### config.mk
export PLATFORM = sky130hd
export DESIGN_NAME = regfile_112
export DESIGN_NICKNAME = d
export VERILOG_FILES = /design/src/rtl/regfile_112_pkg.sv /design/src/rtl/regfile_112_cell.sv /design/src/rtl/regfile_112.sv
export SDC_FILE = /design/constraint.sdc
export NUM_CORES = 1
export LEC_CHECK = 0
export CORE_MARGIN = 2
export CORE_UTILIZATION = 45
export DETAILED_ROUTE_END_ITERATION = 7
export PLACE_DENSITY = 0.8
export SLEW_MARGIN = 20
export SYNTH_ARGS = -nofsm -noshare
export SYNTH_HDL_FRONTEND = slang
export SYNTH_SLANG_ARGS = --single-unit
### constraint.sdc
create_clock -name clk -period 1.25 [get_ports clk]
set_clock_uncertainty 0.15 [all_clocks]
set_input_delay 0.25 -clock clk [delete_from_list [all_inputs] [get_ports clk]]
set_output_delay 0.25 -clock clk [all_outputs]
set_load 0.05 [all_outputs]
### src/rtl/regfile_112_pkg.sv
// Shared widths, reset value and word/address types for regfile_112.
package regfile_112_pkg;

    localparam int unsigned DATA_W_DEF = 8;
    localparam int unsigned ADDR_W_DEF = 2;
    localparam logic [DATA_W_DEF-1:0] RESET_VAL_DEF = '0;

    typedef logic [DATA_W_DEF-1:0] word_t;
    typedef logic [ADDR_W_DEF-1:0] addr_t;

endpackage

### src/rtl/regfile_112_cell.sv
// One storage word: async active-high reset to RESET_VAL, synchronous load.
module regfile_112_cell #(
    parameter int unsigned DATA_W = 8,
    parameter logic [DATA_W-1:0] RESET_VAL = '0
) (
    input  logic              clk,
    input  logic              reset,
    input  logic              load,
    input  logic [DATA_W-1:0] d,
    output logic [DATA_W-1:0] q
);

    // Word register; reset wins over load on every edge.
    always_ff @(posedge clk or posedge reset) begin
        if (reset) begin
            q <= RESET_VAL;
        end else if (load) begin
            q <= d;
        end
    end

endmodule

### src/rtl/regfile_112.sv
// Register file with one shared read/write address, synchronous write and
// combinational read. Optional write-first forwarding: REGFILE_WR_BYPASS_EN.
module regfile_112
    import regfile_112_pkg::*;
#(
    parameter int unsigned DATA_W = DATA_W_DEF,
    parameter int unsigned ADDR_W = ADDR_W_DEF,
    parameter logic [DATA_W-1:0] RESET_VAL = DATA_W'(RESET_VAL_DEF)
) (
    input  logic              clk,
    input  logic              reset,
    input  logic              wEn,
    input  logic [ADDR_W-1:0] addr,
    input  logic [DATA_W-1:0] din,
    output logic [DATA_W-1:0] dout
);

    localparam int unsigned DEPTH = 2 ** ADDR_W;

    logic [DEPTH-1:0]  load;
    logic [DATA_W-1:0] words [DEPTH];
    logic [DATA_W-1:0] rd_data;

    // Per-word cells with one-hot load enables decoded from addr and wEn.
    for (genvar i = 0; i < DEPTH; i++) begin : g_word
        assign load[i] = wEn && (addr == ADDR_W'(i));

        regfile_112_cell #(
            .DATA_W   (DATA_W),
            .RESET_VAL(RESET_VAL)
        ) u_cell (
            .clk  (clk),
            .reset(reset),
            .load (load[i]),
            .d    (din),
            .q    (words[i])
        );
    end

    // Stored-data read mux.
    always_comb begin
        rd_data = words[addr];
    end

    // Output select; forwarding is suppressed while reset is held.
    always_comb begin
`ifdef REGFILE_WR_BYPASS_EN
        dout = (wEn && !reset) ? din : rd_data;
`else
        dout = rd_data;
`endif
    end

endmodule

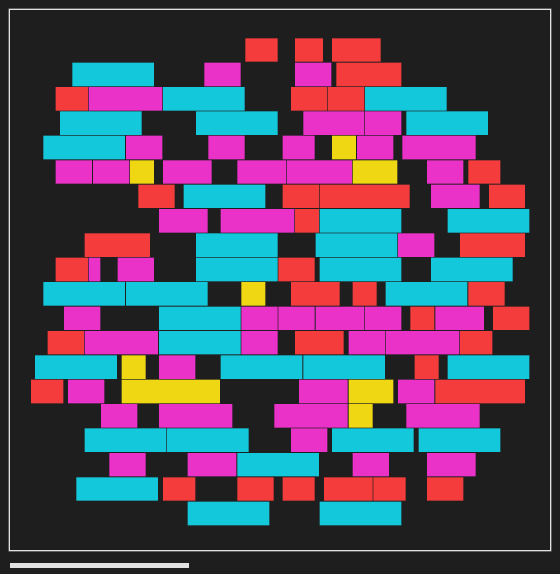
*Placed cells, one color a class*
The bar under the picture is 20 um long.
[red] other buffers and delay cells | cells: 34 | share of their area: 22%
[cyan] flip-flops | cells: 32 | share of their area: 41%
[yellow] clock drivers and dummy loads | cells: 8 | share of their area: 4.8%
[magenta] all other logic | cells: 45 | share of their area: 33%
Post-Route Utilization: 0.666
sequential share of cell area: 0.397
core footprint: 3030 um2
final instance area: 2020 um2
Rows: 20

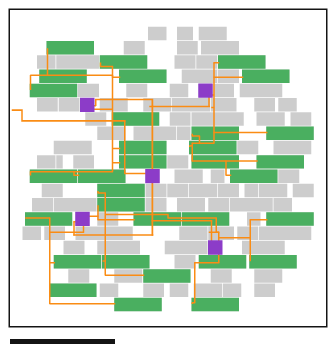
*Routed clock nets over the placement*
The bar under the picture is 20 um long.
[green] flip-flops | count: 32
[purple] cells driving clock nets | count: 5
[orange] clock wires | length: 406 um
routed clock nets: 6
flops lie: spread over the die
clock group total power: 890 uW
Clock Power Share: 0.281

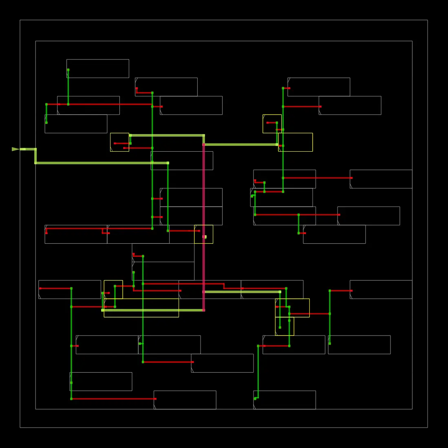
*The clock network*
worst skew pair latency: 0.34 ns
Seq cells: 32
clkbuf count: 7
Clock Sinks: 32

==> reports/metrics.csv <==
stage,metric,value,unit
layout,Signal inverters,1,
route,wire per inst,17.5,um
layout,most common logic cells in the final layout,"dfrtp_1, mux2_2, buf_6, mux2_4, clkdlybuf4s50_1",
synth,Synth Flop Type,dfrtp_1,
layout,Fill cells,216,
final_timing,RSZ-0062 raised after global routing,true,
place,post-placement cell area,1720,um2
floorplan,# IOs,21,
synth,post-synth area from yosys stat,1420,um2
final_timing,Max-slew headroom,0.814,
grt,pin count of the biggest net entering global routing,33,
layout,NonClk Buf Share,0.212,
worst_setup_path,CP max stage cell,mux4_2,
worst_setup_path,Setup crit end,dout[4],
place,Port Buf Inserts,20,
layout,multi-input combinational cell count,44,
layout,Reg with most FFs,g_word.u_cell.q,
pwr,Comb pwr share,0.301,
worst_setup_path,FF-to-FF End,g_word[0].u_cell.q[4]$_DFFE_PP0P_,
synth,Yosys top cell by area,dfrtp_1,
final_timing,fin worst setup slack,-0.548,ns
pwr,Cell Int Power,2.28,mW
run,number of OpenROAD warnings,29,
synth,"FFs w/ async S/R, synth",1.00,
pwr,Pwr top,sequential cells,
place,Placement Setup Slack,-0.782,ns
status,violated checks,setup timing,
layout,clk cell area share,0.0471,
layout,largest class,sequential cells,
synth,number of flops mapped to enable cells by yosys,0,
layout,Buffers excl. clock,34,
worst_setup_path,crit path max fanout,2,
layout,Nets,131,
cts,CTS tree,built,
final_timing,Tmin final,1.80,ns
layout,P&R area growth vs syn,41.8,%
pwr,total power,3.17,mW
layout,max reg flops,32,
synth,Top cells by area,"dfrtp_1, mux2_2, mux4_2, mux4_1, nand3b_2",
layout,ANT cells,0,
synth,Synthesized Nets,92,
layout,Comb area,634,um2
final_timing,"Hold Vio Cnt, Final",0,
synth,synth cell count leaders,"dfrtp_1, mux2_2, mux4_2",
place,Placed Instances,148,
worst_setup_path,Worst Setup Start Kind,flip-flop,
route,via count,847,
cts,cts hold-fix bufs,0,
worst_setup_path,Worst Path Buf+Inv,1,
synth,"Simple Share, Synth",0.0361,
final_timing,Worst Tran Pin Value,0.277,ns
layout,Reg area,801,um2
grt,vias in the first global route,963,
final_timing,Hold Slack,0.0800,ns
synth,AO/OA Area Share,0,
pwr,seq pwr,1.32,mW
cts,Num CTS Buffers,5,
pwr,Comb power,954,uW
route,Top Layer Used,met4,
floorplan,n_taps,44,
synth,synthesized area per cell,18.0,um2
synth,sequential fraction of the synthesis area,0.563,
route,WL met2,1470,um
status,run status,"finished, violations left",
synth,Synthesis Warnings,0,
synth,cells in synth_stat.txt,79,
route,Final ANT Viol Nets,0,
worst_setup_path,WP depth,2,
pwr,sw frac,0.280,
cts,clk slew on worst S/H paths,0.11,ns
pwr,pwr dens,1570,nW/um2
floorplan,die area,3630,um2
worst_hold_path,Hold Crit Class,input pin to async pin,
place,hpwl dp,1760,um
final_timing,Fmax,556,MHz
route,drt total wl,2850,um
worst_setup_path,Critical Path AT,1.40,ns
cts,root buf cell,clkbuf_4,
final_timing,cycle use final,1.44,
worst_setup_path,Setup Crit Path Kind,flip-flop to output pin,
final_timing,# setup viols final,9,
worst_setup_path,flop2flop setup slack,0.20,ns
worst_setup_path,Critical R2R Launch,g_word[0].u_cell.q[4]$_DFFE_PP0P_,
worst_setup_path,crit path DRT,0.85,ns
final_timing,setup_tns,-4.22,ns
grt,GRT Util Overall,0.188,
layout,layout cell share with drive strength beyond 1,0.639,
worst_setup_path,crit path cell chain,"mux4_2, buf_8",
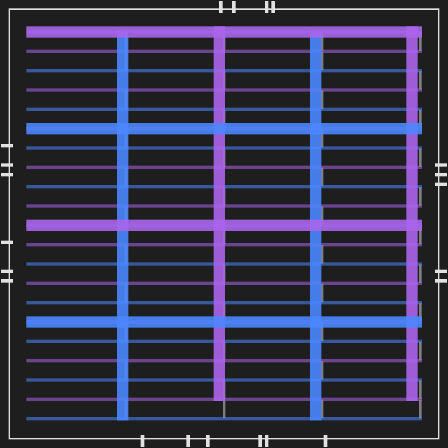
*Floorplan with the power grid*
Pins as bars on the die edge. Tap cells in gray.
[purple] VDD
[blue] VSS
met4 straps: 4
tap cells: 44
DIE WIDTH: 60.2 um
Die Y-Extent: 60.2 um
Max VDD drop: 0.981 mV

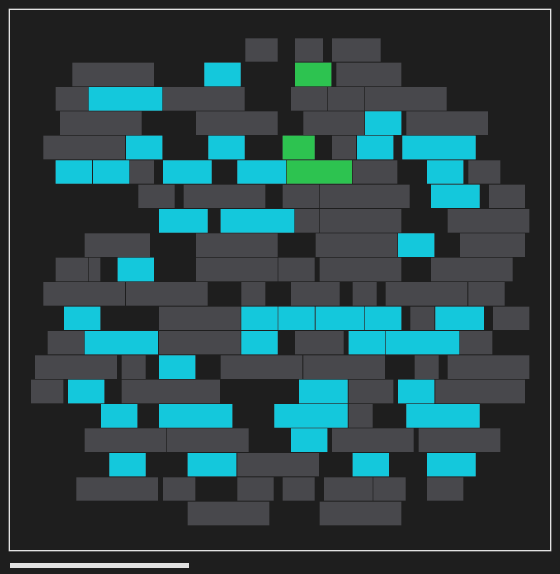
*Selected gate families*
The bar under the picture is 20 um long.
[green] NAND gates | cells: 3
[cyan] multiplexers | cells: 40
dominant logic cell type in the layout: dfrtp_1
Comb area share: 0.315
non-filler cells, final: 163

## layer usage
| metal | track usage | up-vias |
|---|---|---|
| met5 | 0 | - |
| li1 | - | 378 |
| met2 | 0.307 | 16 |
| met1 | 0.235 | 449 |
| met4 | 0.0476 | 0 |
| met3 | 0.0693 | 4 |
## repair_timing
item,in CTS,in global routing
buffers inserted,1,4
pin swaps,2,1
setup endpoints to repair,40,14
resized,40,2
gates cloned,2,0
## logic make-up after synthesis
kind of cell	after synthesis
mux	40
flops	32
simple gates	4
buf+inv	3
## tightest hold or removal path: stages
cell and delay [ns]:
clkdlybuf4s50_1 0.39, inv_1 0.09, buf_12 0.21
No activity file was given, so power comes from the tool's default toggle rates.
